<file path="config.mk">
export PLATFORM = sky130hd
export DESIGN_NAME = shared_counter_arbiter_flat
export DESIGN_NICKNAME = d
export VERILOG_FILES = /design/src/rtl/shared_counter_arbiter_if.sv /design/src/rtl/shared_counter_arbiter.sv /design/src/flat_wrapper.sv
export SDC_FILE = /design/constraint.sdc
export NUM_CORES = 1
export LEC_CHECK = 0
export ABC_AREA = 0
export CAP_MARGIN = 20
export CORE_MARGIN = 8
export CORE_UTILIZATION = 47
export CTS_CLUSTER_DIAMETER = 200
export DETAILED_ROUTE_END_ITERATION = 10
export PLACE_DENSITY = 0.89
export SYNTH_ARGS = -nofsm -noshare
export SYNTH_HDL_FRONTEND = slang
export SYNTH_SLANG_ARGS = --single-unit
</file>
<file path="constraint.sdc">
create_clock -name clk -period 1.8 [get_ports clk]
set_input_delay 0.18 -clock clk [delete_from_list [all_inputs] [get_ports clk]]
set_output_delay 0.18 -clock clk [all_outputs]
set_load 0.005 [all_outputs]
</file>
<file path="src/rtl/shared_counter_arbiter_if.sv">
// Requester-side bundle of the shared counter arbiter: level requests and targets in,
// exclusive grant, run status and completion report out.
interface shared_counter_arbiter_if #(
    parameter int unsigned N_REQ = 4,
    parameter int unsigned WIDTH = 4,
    parameter int unsigned IDW   = $clog2(N_REQ)
);
    logic [N_REQ-1:0]       req;
    logic [N_REQ*WIDTH-1:0] len;
    logic [N_REQ-1:0]       grant;
    logic                   busy;
    logic [WIDTH-1:0]       count;
    logic                   done;
    logic [IDW-1:0]         done_id;

    modport master (output req, len, input grant, busy, count, done, done_id);
    modport slave  (input req, len, output grant, busy, count, done, done_id);
endinterface

</file>
<file path="src/rtl/shared_counter_arbiter.sv">
// Round-robin arbiter that lends one up-counter to N_REQ requesters, one run at a time,
// counting 0..target for the winner and pulsing done with the winner's index.
module shared_counter_arbiter #(
    parameter int unsigned N_REQ = 4,
    parameter int unsigned WIDTH = 4,
    parameter int unsigned IDW   = $clog2(N_REQ)
) (
    input  logic                    clk,
    input  logic                    reset,
    shared_counter_arbiter_if.slave bus
);
    typedef enum logic [1:0] {
        S_IDLE = 2'd0,
        S_RUN  = 2'd1,
        S_DONE = 2'd2
    } state_t;

    state_t           state_q, state_d;
    logic [IDW-1:0]   ptr_q, ptr_d;
    logic [IDW-1:0]   win_q, win_d;
    logic [IDW-1:0]   done_id_q, done_id_d;
    logic [WIDTH-1:0] target_q, target_d;
    logic [WIDTH-1:0] count_q, count_d;
    logic [N_REQ-1:0] grant_q, grant_d;
    logic             busy_q, busy_d;
    logic             done_q, done_d;

    logic             found_c;
    logic [IDW-1:0]   pick_c;
    logic [IDW-1:0]   idx_c;
    logic [IDW-1:0]   ptr_next_c;
    logic [WIDTH-1:0] len_arr [N_REQ];

    for (genvar gi = 0; gi < N_REQ; gi++) begin : g_len
        assign len_arr[gi] = bus.len[gi*WIDTH +: WIDTH];
    end

    // First requester at or after ptr, wrapping modulo N_REQ
    always_comb begin
        found_c = 1'b0;
        pick_c  = ptr_q;
        idx_c   = ptr_q;
        for (int unsigned k = 0; k < N_REQ; k++) begin
            idx_c = IDW'((32'(ptr_q) + k) % N_REQ);
            if (!found_c && bus.req[idx_c]) begin
                found_c = 1'b1;
                pick_c  = idx_c;
            end
        end
    end

    assign ptr_next_c = (win_q == IDW'(N_REQ - 1)) ? '0 : win_q + IDW'(1);

    always_comb begin
        state_d   = state_q;
        ptr_d     = ptr_q;
        win_d     = win_q;
        done_id_d = done_id_q;
        target_d  = target_q;
        count_d   = count_q;
        grant_d   = grant_q;
        busy_d    = busy_q;
        done_d    = 1'b0;
        unique case (state_q)
            S_IDLE: begin
                if (found_c) begin
                    win_d           = pick_c;
                    target_d        = len_arr[pick_c];
                    grant_d         = '0;
                    grant_d[pick_c] = 1'b1;
                    busy_d          = 1'b1;
                    count_d         = '0;
                    state_d         = S_RUN;
                end
            end
            S_RUN: begin
                // Completion outranks a simultaneous request drop
                if (count_q == target_q) begin
                    grant_d   = '0;
                    busy_d    = 1'b0;
                    count_d   = '0;
                    done_d    = 1'b1;
                    done_id_d = win_q;
                    ptr_d     = ptr_next_c;
                    state_d   = S_DONE;
                end else if (!bus.req[win_q]) begin
                    grant_d = '0;
                    busy_d  = 1'b0;
                    count_d = '0;
                    ptr_d   = ptr_next_c;
                    state_d = S_IDLE;
                end else begin
                    count_d = count_q + WIDTH'(1);
                end
            end
            S_DONE:  state_d = S_IDLE;
            default: state_d = S_IDLE;
        endcase
    end

    always_ff @(posedge clk or posedge reset) begin
        if (reset) begin
            state_q   <= S_IDLE;
            ptr_q     <= '0;
            win_q     <= '0;
            done_id_q <= '0;
            target_q  <= '0;
            count_q   <= '0;
            grant_q   <= '0;
            busy_q    <= 1'b0;
            done_q    <= 1'b0;
        end else begin
            state_q   <= state_d;
            ptr_q     <= ptr_d;
            win_q     <= win_d;
            done_id_q <= done_id_d;
            target_q  <= target_d;
            count_q   <= count_d;
            grant_q   <= grant_d;
            busy_q    <= busy_d;
            done_q    <= done_d;
        end
    end

    assign bus.grant   = grant_q;
    assign bus.busy    = busy_q;
    assign bus.count   = count_q;
    assign bus.done    = done_q;
    assign bus.done_id = done_id_q;
endmodule

</file>
<file path="src/flat_wrapper.sv">
// flat-port wrapper written by rule: the top's interface ports become plain ports
module shared_counter_arbiter_flat 
#(
    parameter int unsigned N_REQ = 4,
    parameter int unsigned WIDTH = 4,
    parameter int unsigned IDW   = $clog2(N_REQ)
)
  (clk, reset, bus_req, bus_len, bus_grant, bus_busy, bus_count, bus_done, bus_done_id);
  shared_counter_arbiter_if #(.N_REQ(N_REQ), .WIDTH(WIDTH), .IDW(IDW)) bus_i ();
  input  logic clk;
  input  logic reset;
  input wire logic [$bits(bus_i.req)-1:0] bus_req;
  input wire logic [$bits(bus_i.len)-1:0] bus_len;
  output wire logic [$bits(bus_i.grant)-1:0] bus_grant;
  output wire logic [$bits(bus_i.busy)-1:0] bus_busy;
  output wire logic [$bits(bus_i.count)-1:0] bus_count;
  output wire logic [$bits(bus_i.done)-1:0] bus_done;
  output wire logic [$bits(bus_i.done_id)-1:0] bus_done_id;
  assign bus_i.req = bus_req;
  assign bus_i.len = bus_len;
  assign bus_grant = bus_i.grant;
  assign bus_busy = bus_i.busy;
  assign bus_count = bus_i.count;
  assign bus_done = bus_i.done;
  assign bus_done_id = bus_i.done_id;
  shared_counter_arbiter #(.N_REQ(N_REQ), .WIDTH(WIDTH), .IDW(IDW)) u_core (.clk(clk), .reset(reset), .bus(bus_i));
endmodule
</file>
Run 1, cell density map:
7 x 7 tiles, from white (low) to dark blue (high), 0 to 100% covered.
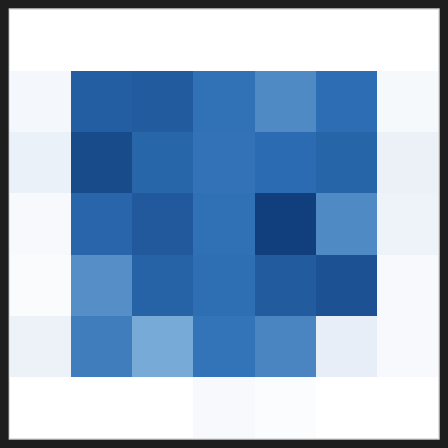
The densest ninth of the die: middle. 25% of the tiles are nearly empty. The fullest tile reaches 94%. The mean over all tiles is 38%. 27% of the tiles are over 75% full.
Layout Utilization: 71.8%
Core Region: 2500 um^2

Run 1, wires at chosen ports, followed through buffers:
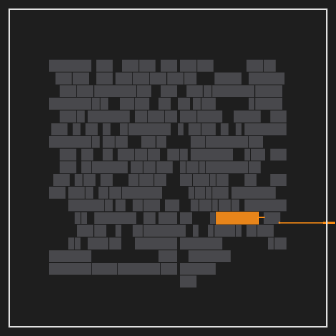
Orange shows bus_done, bits 1, direction output, end cells 1, buffers 1, wire 11.5 um.
io pins: 34
I/O Buffers: 33

Run 1, placement by cell class:
The bar under the picture is 20 um long. Fill, decap, tap and diode cells in grey.
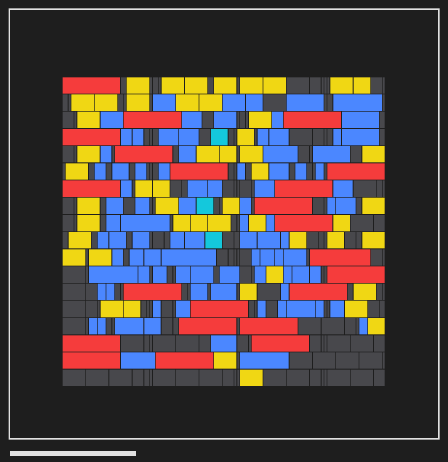
Red shows registers, cells 22, share of their area 31%. Yellow shows remaining buffers and delay cells, cells 50, share of their area 26%. Blue shows remaining logic cells, cells 91, share of their area 41%. Cyan shows clock-net drivers, cells 3, share of their area 1.3%.

Run 1, routing congestion:
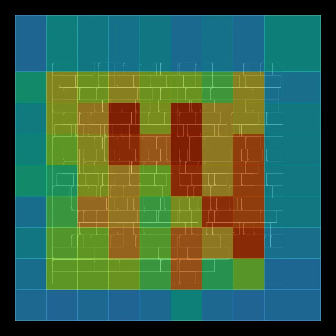
met1 usage: 17.6%
met2 Use GR: 27.0%
busiest metal layer after global routing: met2
Tot GR Track Use: 15.1%
met3 usage: 3.15%

==> results.py, run 1 <==
# Metrics from the implementation run
metrics = {
    "run_status": {
        "status": "completed",
    },
    "routing": {
        "firstDrtPassIters": 4,
        "vias_per_cell": 5.56,
        "wirelength_um": 3340,
        "vias": 1089,
    },
    "sta": {
        "fin_crit_sh_pct": 93.5,
        "tightestPinTransition_ns": 0.422,
        "worst_slack_ns": 0.117,
    },
    "setup_path": {
        "cpLargestDelayFamily": "simple AND/OR/NAND/NOR gates",
        "critPathCapture": "u_core.target_q[2]$_DFFE_PP0P_",
        "crit_type": "register to register",
        "crit_chain": "or3_1 -> nand4b_4 -> nand2_1 -> mux2i_1 -> o21ai_1",
        "cp.required_ns": 1.99,
        "max_stage_delay_ns": 0.47,
        "crit_buf_inv": 0,
        "crit_slowest_cell": "dfrtp_1",
        "start_kind": "register",
    },
    "finish": {
        "drive_above_1_share_pct": 22.3,
        "diodes": 0,
        "area_growth_syn_to_layout_pct": 42.9,
    },
    "synth": {
        "synth-edff-count": 0,
        "synth_flops": 22,
        "top_cells_by_count": "22 x dfrtp_1, 12 x nand2_1, 6 x xor2_1, 5 x mux2i_1, 5 x o21ai_0",
        "ff_type": "dfrtp_1",
    },
    "floorplan": {
        "chipArea_um2": 4580,
        "core.rowCount": 18,
    },
    "power": {
        "pwr-share-seq_pct": 33.6,
        "combPwrFrac_pct": 58.2,
    },
    "clock_network": {
        "clkTransAtPathRegs_ns": 0.12,
        "cts.path.max_buffers": 2,
        "cts.sinks": 22,
    },
    "global_routing": {
        "gr-total-overflow": 0,
    },
}
## run 1: layer usage
layer / global-route usage (%) / vias to the layer above / wire length, um
li1: - / 526 / -
met1: 17.6 / 531 / 1400
met2: 27.0 / 26 / 1760
met3: 3.15 / 6 / 138
met4: 4.70 / 0 / 46
met5: 0 / - / 0
## run 1: registers in the layout (all words and copies together), names as in the netlist
register	count
u_core.bus.busy	1
u_core.bus.count	4
u_core.bus.done	1
u_core.bus.done_id	2
u_core.bus.grant	4
u_core.ptr_q	2
u_core.state_q	2
u_core.target_q	4
u_core.win_q	2
## run 1: cell usage in the layout, fill, tap and decap left out, types with 3 or more instances in the layout
| cell | n |
|---|---|
| nand3_1 | 4 |
| xor2_2 | 4 |
| inv_1 | 4 |
| a31o_1 | 4 |
| nand2_1 | 12 |
| clkbuf_4 | 3 |
| nor2_1 | 4 |
| clkdlybuf4s50_1 | 33 |
| nor2b_1 | 3 |
| a21boi_0 | 4 |
| o21ai_0 | 5 |
| o21ai_1 | 4 |
| mux2i_1 | 5 |
| or3_1 | 3 |
| dfrtp_1 | 21 |
| o221ai_1 | 3 |
| o31ai_1 | 3 |
| buf_4 | 17 |
## run 1: worst register-to-register path, cell delays in order, from the launching register on
cell and delay [ns]:
dfrtp_1 0.47, or3_1 0.44, nand4b_4 0.15, nand2_1 0.20
mux2i_1 0.23, o21ai_1 0.08
## run 1: cells by family after synthesis
kind of cell    Yosys count  share of synthesized area [%]
mux                       8                           6.97
flops                    22                           43.8
fa+ha+maj                 2                           1.99
buf+inv                   6                           2.69
simple gates             37                           18.4
compound gates           34                           21.9
xor+xnor                  6                           4.18
## run 1: power by group through the flow
stage | Combinational, W | Clock (W) | Sequential [W]
CTS | 0.00156 | 0.000225 | 0.000886
detailed placement | 0.00155 | 0 | 0.000896
global route | 0.00174 | 0.000247 | 0.000933
finish | 0.00157 | 0.000224 | 0.000908
global placement | 0.00149 | 0 | 0.000885
floorplan | 0.000943 | 0 | 0.000865
## run 1: final cells by class
| type | count | area, um^2 | share of cell area, % |
|---|---|---|---|
| Tap cell | 30 | 37.5 | 2.09 |
| Inverter | 4 | 15.0 | 0.836 |
| Multi-Input combinational cell | 87 | 711 | 39.6 |
| Clock buffer | 3 | 22.5 | 1.25 |
| Sequential cell | 22 | 552 | 30.7 |
| Timing Repair Buffer | 50 | 458 | 25.5 |
## run 1: stage by stage
| stage | power [W] | utilization [%] | std cells | setup TNS (ns) |
|---|---|---|---|---|
| after global routing | 0.00292 | 71.8 | 196 | -0.00108 |
| final | 0.00271 | 71.8 | 196 | 0 |
| after detailed placement | 0.00244 | 69.0 | 192 | -1.68 |
| after global placement | 0.00237 | 69.0 | 192 | -0.854 |
| after floorplan | 0.00181 | - | 115 | 0 |
| after CTS | 0.00267 | 69.9 | 195 | 0 |
## run 1: repair_timing
item | CTS | global route
endpoints found under the setup margin | 0 | 3
hold buffers | 0 | 0
setup buffers | 0 | 1
gates resized | 0 | 6
==> run 2, diff against run 1 <==
--- a/config.mk
+++ b/config.mk
@@ -8,10 +8,10 @@
 export ABC_AREA = 0
 export CAP_MARGIN = 20
 export CORE_MARGIN = 8
-export CORE_UTILIZATION = 47
+export CORE_UTILIZATION = 25
 export CTS_CLUSTER_DIAMETER = 200
 export DETAILED_ROUTE_END_ITERATION = 10
-export PLACE_DENSITY = 0.89
+export PLACE_DENSITY = 0.58
 export SYNTH_ARGS = -nofsm -noshare
 export SYNTH_HDL_FRONTEND = slang
 export SYNTH_SLANG_ARGS = --single-unit
Run 2, cell density map:
9 x 9 tiles, from white (low) to dark blue (high), 0 to 100% covered.
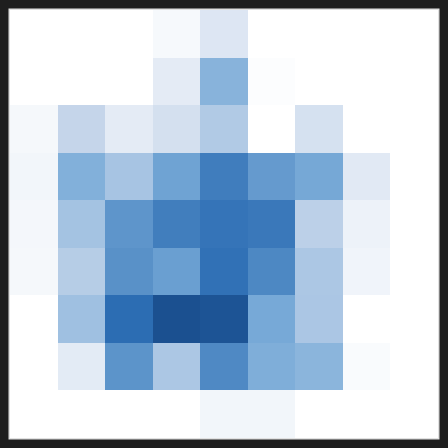
3.7% of the tiles are over 75% full. The fullest tile reaches 87%. 40% of the tiles are nearly empty. The emptiest ninth of the die: top right.
Core Region: 4980 um^2
Layout Utilization: 36.3%
Initial Utilization: 25.2%

Run 2, placement by cell class:
The bar under the picture is 20 um long. Fill, decap, tap and diode cells in grey.
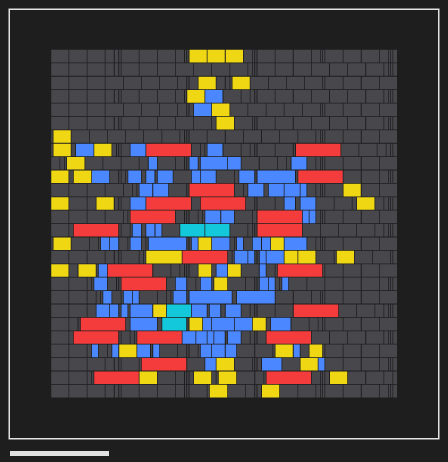
Yellow shows remaining buffers and delay cells, cells 44, share of their area 25%. Cyan shows clock drivers and dummy loads, cells 4, share of their area 3.2%. Blue shows remaining logic cells, cells 91, share of their area 40%. Red shows registers, cells 22, share of their area 32%.
Row Count: 26
post-route cell area: 1810 um^2

==> results.py, run 2 <==
# Metrics from the implementation run
metrics = {
    "clock_network": {
        "clkTransAtPathRegs_ns": 0.08,
        "cts-resized-gates": 0,
        "post_cts.repair.setup_buffers": 0,
        "cts.path.max_buffers": 2,
        "cts.sinks": 22,
    },
    "setup_path": {
        "crit_type": "primary input to register",
        "max_stage_delay_ns": 0.57,
        "crit_slowest_cell": "clkdlybuf4s50_1",
        "cpLargestDelayFamily": "buffers and inverters",
        "crit_chain": "clkdlybuf4s50_1 -> nor4_2 -> buf_4 -> nor3_2 -> o31ai_4 -> o221ai_1 -> o21ai_1",
        "cp.required_ns": 1.94,
        "crit_buf_inv": 2,
    },
    "sta": {
        "hold_viol": 0,
        "tightestPinTransition_ns": 0.519,
        "fin_crit_sh_pct": 92.4,
        "setup_tns_ns": 0,
        "fin_crit_ns": 1.66,
    },
    "floorplan": {
        "boundaryPins": 34,
        "chipArea_um2": 7550,
    },
    "synth": {
        "synth_flops": 22,
        "top_cells_by_count": "22 x dfrtp_1, 12 x nand2_1, 6 x xor2_1, 5 x mux2i_1, 5 x o21ai_0",
        "ff_type": "dfrtp_1",
    },
    "routing": {
        "firstDrtPassIters": 4,
        "vias": 1057,
        "vias_per_cell": 4.58,
        "wl_per_cell_um": 14.0,
        "wirelength_um": 3230,
    },
    "finish": {
        "diodes": 0,
        "final_cells": 231,
        "drive_above_1_share_pct": 17.4,
        "area_growth_syn_to_layout_pct": 43.9,
    },
    "place": {
        "placed_cells": 227,
        "portBuffers": 33,
    },
    "run_status": {
        "status": "completed",
    },
    "global_routing": {
        "gr-total-overflow": 0,
        "grtUsageTotal_pct": 9.25,
    },
}
run 2: cell count changes in the layout (fill, tap and decap cells not counted), sizes merged:
cell    before  now
clkbuf       3    4
buf         17   11
run 2: final cells by class:
type                            instances  area [um^2]
Multi-Input combinational cell         87          674
Clock buffer                            4         55.1
Sequential cell                        22          551
Fill cell                             498         3170
Tap cell                               70         87.6
Inverter                                4         15.0
Timing Repair Buffer                   44          425
run 2: power by group through the flow:
stage	sequential, W	combinational, W	clock, W
2_1_floorplan	0.000865	0.000943	0
3_3_place_gp	0.000883	0.00147	0
3_5_place_dp	0.000893	0.00149	0
4_1_cts	0.000884	0.00150	0.000368
5_1_grt	0.000913	0.00163	0.000390
6_report	0.000885	0.00148	0.000357
run 2: how the worst max path moves through the flow:
stage,start,to,slack (ns),cells after the start
after floorplan,u_core.bus.count[0]$_DFFE_PP0P_,u_core.ptr_q[1]$_DFFE_PP0P_,0.22,4
after global placement,bus_req[2],u_core.target_q[3]$_DFFE_PP0P_,-0.10,6
after detailed placement,bus_req[2],u_core.target_q[2]$_DFFE_PP0P_,-0.14,6
after CTS,u_core.ptr_q[1]$_DFFE_PP0P_,u_core.target_q[2]$_DFFE_PP0P_,0.09,5
after global routing,bus_req[2],u_core.target_q[1]$_DFFE_PP0P_,0.01,7
final,bus_req[3],u_core.target_q[0]$_DFFE_PP0P_,0.14,7
run 2: cell families after synthesis:
logic type / share of synthesized area (%)
AND-OR/OR-AND: 21.9
AND/OR/NAND/NOR: 18.4
multiplexers: 6.97
flip-flops: 43.8
adder cells (fa/ha/maj): 1.99
buffers and inverters: 2.69
XOR/XNOR: 4.18
run 2: tightest hold or removal path, cell delays in order:
cell and delay, ns:
clkdlybuf4s50_1 0.39, inv_1 0.05, buf_4 0.28
run 2: per-layer routing:
metal / global-route usage [%] / wire [um] / vias to the layer above
met3: 1.79 / 183 / 6
met4: 5.01 / 60 / 0
li1: - / - / 519
met1: 11.2 / 1380 / 505
met5: 0 / 0 / -
met2: 15.1 / 1610 / 27
run 2: metrics by stage:
step / area, um^2 / setup slack, ns / power (W)
floorplan: 1260 / 0.216 / 0.00181
CTS: 1810 / 0.0851 / 0.00275
detailed placement: 1750 / -0.140 / 0.00238
global placement: 1750 / -0.104 / 0.00235
global route: 1810 / 0.00974 / 0.00294
finish: 1810 / 0.138 / 0.00272
==> run 3, diff against run 2 <==
--- a/config.mk
+++ b/config.mk
@@ -11,7 +11,7 @@
 export CORE_UTILIZATION = 25
 export CTS_CLUSTER_DIAMETER = 200
 export DETAILED_ROUTE_END_ITERATION = 10
-export PLACE_DENSITY = 0.58
+export PLACE_DENSITY = 0.6
 export SYNTH_ARGS = -nofsm -noshare
 export SYNTH_HDL_FRONTEND = slang
 export SYNTH_SLANG_ARGS = --single-unit
==> constraint.sdc (replaced) <==
create_clock -name clk -period 1.44 [get_ports clk]
set_input_delay 0.144 -clock clk [delete_from_list [all_inputs] [get_ports clk]]
set_output_delay 0.144 -clock clk [all_outputs]
set_load 0.005 [all_outputs]
Run 3, placement by cell class:
The bar under the picture is 20 um long. Fill, decap, tap and diode cells in grey.
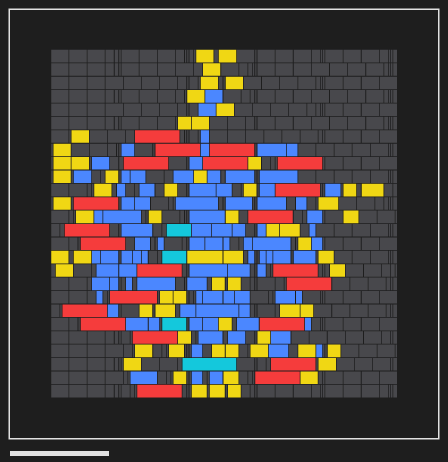
Cyan shows clock drivers and dummy loads, cells 4, share of their area 3.4%. Red shows registers, cells 22, share of their area 26%. Blue shows remaining logic cells, cells 92, share of their area 42%. Yellow shows remaining buffers and delay cells, cells 64, share of their area 28%.
post-route cell area: 2170 um^2
Layout Utilization: 43.7%

Run 3, metal 1:
Supply wires on this layer in grey.
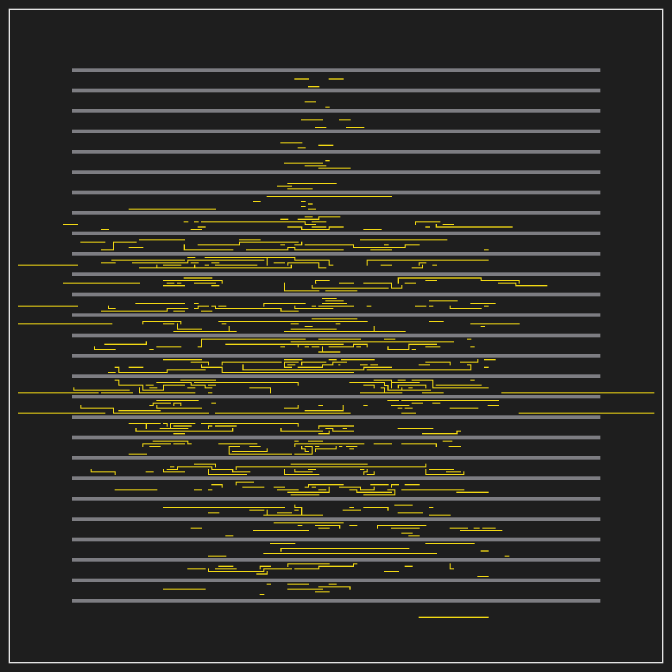
The layer holds 42% of the routed length. The layer carries 1,620 um of wire. 187 nets have wire on it.

==> results.py, run 3 <==
# Metrics from the implementation run
metrics = {
    "run_status": {
        "status": "finished with violations",
        "violations": "setup timing",
    },
    "clock_network": {
        "holdBufCountCts": 0,
        "cts.sinks": 22,
    },
    "setup_path": {
        "crit_type": "register to register",
        "crit_chain": "xor2_2 -> nor4_4 -> buf_4 -> nand2_4 -> mux2_2",
    },
    "finish": {
        "fill_cells": 463,
        "seqCellArea_um2": 552,
        "final_cells": 252,
        "diodes": 0,
    },
    "sta": {
        "setup_viol": 17,
        "worst_slack_ns": -0.179,
        "tightestPinTransition_ns": 0.466,
    },
    "routing": {
        "wirelength_um": 3890,
        "firstDrtPassIters": 4,
        "vias_per_cell": 4.69,
    },
    "synth": {
        "synth_flops": 22,
    },
    "power": {
        "pwr-share-seq_pct": 26.0,
    },
    "place": {
        "placed_area_um2": 1880,
    },
    "global_routing": {
        "gr-usage-met1_pct": 12.8,
    },
}
[run 3: logic make-up (layout without fill, tap and decap cells)]
family	after synthesis	count (layout)	synth area share (%)
flip-flops	22	22	43.8
XOR/XNOR	6	6	4.18
multiplexers	8	8	6.97
buffers and inverters	6	72	2.69
AND-OR/OR-AND	34	34	21.9
AND/OR/NAND/NOR	37	38	18.4
adder cells (fa/ha/maj)	2	2	1.99
[run 3: power by group through the flow]
stage / clock (W) / sequential (W) / combinational (W)
after floorplan: 0 / 0.00111 / 0.00122
after global placement: 0 / 0.00111 / 0.00204
after detailed placement: 0 / 0.00113 / 0.00211
after CTS: 0.000596 / 0.00112 / 0.00247
after global routing: 0.000629 / 0.00118 / 0.00288
final: 0.000584 / 0.00114 / 0.00266
[run 3: cell type report]
class                      instances  area share, %
inverter                           4          0.690
multi-input combinational         88           39.6
sequential                        22           25.4
timing repair buffer              64           27.0
clock buffer                       3           1.90
tap                               70           4.03
clock inverter                     1           1.38
[run 3: repair_timing]
action	in CTS	in global routing
endpoints found under the setup margin	24	21
pin swaps	11	4
gates resized	31	17
gates cloned	1	0
setup buffers	6	3
[run 3: critical path, delay by kind of cell, from the launching register on]
kind / cells / cell delay [ns]
buffers and inverters: 1 / 0.19
muxes: 1 / 0.28
DFF: 1 / 0.43
xor gates and xnor gates: 1 / 0.20
and+or+nand+nor: 2 / 0.40
[run 3: metal layers]
metal	part of all wire [%]	up-vias
met1	42	592
li1	-	557
met2	53	25
met4	2.3	0
met3	3.2	8
met5	0	-
[run 3: path summary, 6_finish.rpt]
check | from | endpoint | cells after the start | slack [ns]
worst min register to register | u_core.bus.busy$_DFFE_PP0P_ | u_core.bus.busy$_DFFE_PP0P_ | 2 | 0.51
worst min-delay path | reset | u_core.bus.count[1]$_DFFE_PP0P_ | 3 | 0.21
max in group asynchronous | reset | u_core.win_q[1]$_DFFE_PP0P_ | 3 | 0.98
worst max-delay path | u_core.target_q[2]$_DFFE_PP0P_ | u_core.bus.done_id[1]$_DFFE_PP0P_ | 5 | -0.18
min in group clk | bus_len[1] | u_core.target_q[1]$_DFFE_PP0P_ | 3 | 0.50
worst max register to register | u_core.target_q[2]$_DFFE_PP0P_ | u_core.bus.done_id[1]$_DFFE_PP0P_ | 5 | -0.18
[run 3: per-stage QoR]
stage | setup slack (ns) | setup TNS (ns)
final | -0.179 | -1.89
after global routing | -0.235 | -3.10
after CTS | -0.178 | -1.80
after detailed placement | -0.514 | -7.12
after global placement | -0.431 | -6.31
after floorplan | -0.100 | -0.268
Power and IR drop assume default switching activity.
